**Register map, names as in the netlist**

Drawn at 3 px/micron.
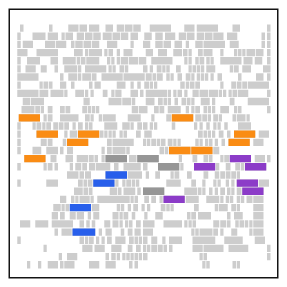
**Routed clock nets over the placement**

Drawn at 4 px/micron.
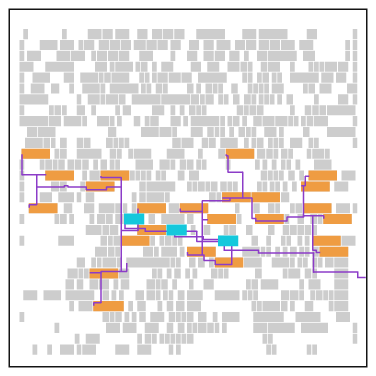
**Congestion heat map**

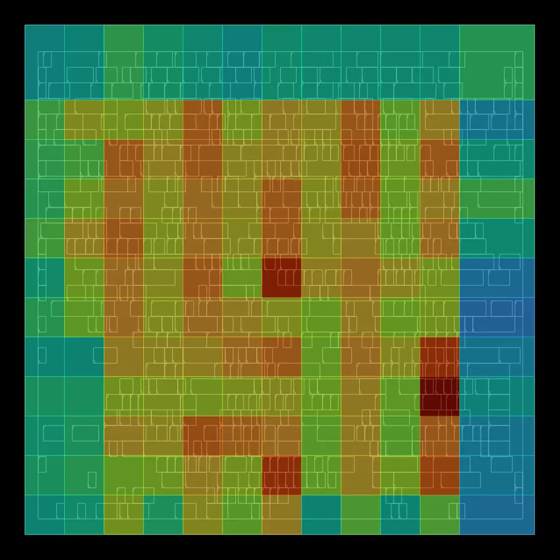
**Metal layers overlaid**

Drawn at 3 px/micron.
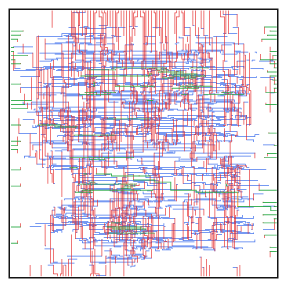
**Signal wires on met3**

Drawn at 3 px/micron.
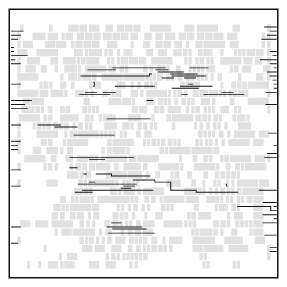
Design player_fsm_gen, sky130hd; sources not shown.
==> metrics.cfg <==
[yosys]
top_cells_by_count=nand2_1 (105), inv_1 (63), nor2_1 (63)
syn_inst=540
top_area_share_pct=14.2
synth_warnings=0
synthMostInstantiatedCell=nand2_1
yosys_area_sq_um=3390
edf_count=0
synth_flop_count=24
synth_seq_share_pct=14.2
synth_area_sq_um=3390
ys_types=46
yosys_cells=540
ff_type=dfxtp_1

[floorplan]
chip_area_sq_um=7920
die_h_microns=89.0
pin_count=120
core_sq_um=6910
fp-utilization_pct=49.1

[final_layout]
fin_area_sq_um=4230
largest_register_ffs=10
nNetsFinal=638
nFillCells=658
layout-drive-gt1-share_pct=16.5
area_growth_pct=24.5
n_antenna_cell=0

[global_route]
grt_pass1_vias=3093
grt_pass1_wl_microns=15100
antenna_found_initial=0
grt_max_degree=17

[worst_setup_path]
crit_path_max_incr_delay_ns=0.39
r2r_cells=18
cp-start-kind=register
r2r_setup_slack_ns=1.22
critical_path_class=reg2out
cp.required_ns=3.17
crit_chain=inv_1 > nor2_2 > inv_1 > nor2_4 > ha_1 > nand2_1 > nor2_1 > a211oi_2 > o21ai_0 > nand2_1 > nand3_1 > nand2_1 > o21ai_0 > a211oi_2 > buf_12
slowest_stage=dfxtp_2
endpoint_kind=primary output
path_max_fanout=7
arrival_ns=2.94
crit_path_frequent_cell=nand2_1

[pwr]
peakVddDrop_mv=0.274
power_mw=1.63
cellPowerDensity_nw_per_um2=386

[timing]
rsz0062_at_grt=false
fin_crit_ns=4.37
relSlewSlack_pct=34.2
fin_setup_tns_ns=0
max_freq_ghz=0.229
drv_slew=0
hold_viol_final=0
finalClockPeriodUsage_pct=95.0

[outcome]
status=completed

[run]
maxCapViolCount=0

[clocking]
numCtsBuffers=3
cts_tree=yes
path_clk_slew_ns=0.09
h-tree-depth=1
cts_root_buf=clkbuf_8

[placed_design]
postPlaceCellArea_sq_um=4130
place.port_buffers=82

[hold_path]
whs_path_depth=2

[route]
ant_nets=0
dr.pass1.iters=5

## Picture notes: 'register map, names as in the netlist'
color	name in the netlist	flops
orange	`posx_o`	10
blue	`state_o`	4
purple	`state_frame_o`	6
not colored	4
Final Core Density: 61.2%
register fraction of the total cell area: 11.4%

## Picture notes: 'routed clock nets over the placement'
[cyan] clock-net drivers | count: 3
[purple] clock wires | length: 315 microns
[orange] flip-flops | count: 24
routed clock nets	4
Clock Power Share: 11.4%
clk_lat worst skew: 0.27 ns

## Picture notes: 'congestion heat map'
M2 GR Usage: 37.8%
met3 GRT Util: 2.59%

## Picture notes: 'metal layers overlaid'
color	layer	wire length
red	M2	4340 microns
orange	M4	4.80 microns
blue	M1	4570 microns
green	M3	551 microns
final wirelength: 9470 microns
Routed wire per std cell: 13.5 microns
total track usage: 23.6%
vias: 3560

## Picture notes: 'signal wires on met3'
nets with wire on the layer	90
main direction	horizontal
share of all routed wire	5.8%
longest straight run	23.5 microns
wire length on this layer	551 microns

worst max-delay path: cells and delay by family, from the launching register on:
family          cells  cell delay [ns]
compound gates      4             0.75
fa+ha+maj           1             0.30
buf+inv             3             0.41
flops               1             0.39
simple gates        7             0.80
cells by family after synthesis:
kind of cell	synth area share, %
compound gates	15.1
xor+xnor	7.19
fa+ha+maj	8.33
buf+inv	20.7
flops	14.2
other cells	0.221
simple gates	34.3
layout make-up:
cell class	instances	area [sq um]	area share [%]
Multi-Input combinational cell	420	2360	55.9
Timing Repair Buffer	89	928	22.0
Sequential cell	24	482	11.4
Inverter	69	262	6.19
Tap cell	96	120	2.84
Clock buffer	3	41.3	0.977
Clock inverter	1	30.0	0.710
metal layers:
layer	vias up	wire [microns]	GRT usage, %	part of all wire [%]
met1	1639	4570	35.8	48
met4	0	4	1.09	0.042
met5	-	0	0	0
li1	1778	-	-	-
met3	2	551	2.59	5.8
met2	141	4340	37.8	46
power breakdown:
part	internal, mW	switching [mW]	total [mW]
Sequential	0.227	0.0460	0.273
Clock	0.116	0.0704	0.187
Combinational	0.243	0.931	1.17
Total	0.586	1.05	1.63
through the flow:
stage	cells	utilization, %	setup slack, ns
3_3_place_gp	698	59.9	0.230
3_5_place_dp	698	59.9	0.0779
6_report	702	61.2	0.232
2_1_floorplan	513	-	-11.08
5_1_grt	702	61.2	0.0228
4_1_cts	702	61.1	0.0599
cells in the final DEF, fill, tap and decap left out, types with 2 or more instances in the layout:
| cell | instances |
|---|---|
| nand3_1 | 38 |
| buf_4 | 41 |
| o22ai_1 | 4 |
| o21ai_1 | 5 |
| xnor2_1 | 2 |
| a21oi_1 | 37 |
| nand2_4 | 3 |
| a211oi_2 | 2 |
| nand2_2 | 12 |
| inv_1 | 63 |
| a21oi_2 | 2 |
| xor2_1 | 24 |
| buf_12 | 14 |
| nand3_4 | 3 |
| clkbuf_8 | 3 |
| nand2_1 | 105 |
| nor2_1 | 61 |
| clkinv_1 | 3 |
| nor2_2 | 3 |
| nor4_1 | 2 |
| conb_1 | 37 |
| nand4_1 | 8 |
| ha_1 | 21 |
| nor2_4 | 3 |
| dfxtp_1 | 23 |
| o211ai_1 | 2 |
| inv_2 | 2 |
| clkdlybuf4s50_1 | 34 |
| o21ai_0 | 29 |
| nand3_2 | 3 |
repair_timing:
| item | in CTS | in global routing |
|---|---|---|
| setup buffers | 0 | 0 |
| setup endpoints to repair | 2 | 4 |
| cloned | 0 | 0 |
| hold buffers | 0 | 0 |
| gates resized | 3 | 3 |
No activity file was given, so power comes from the tool's default toggle rates.
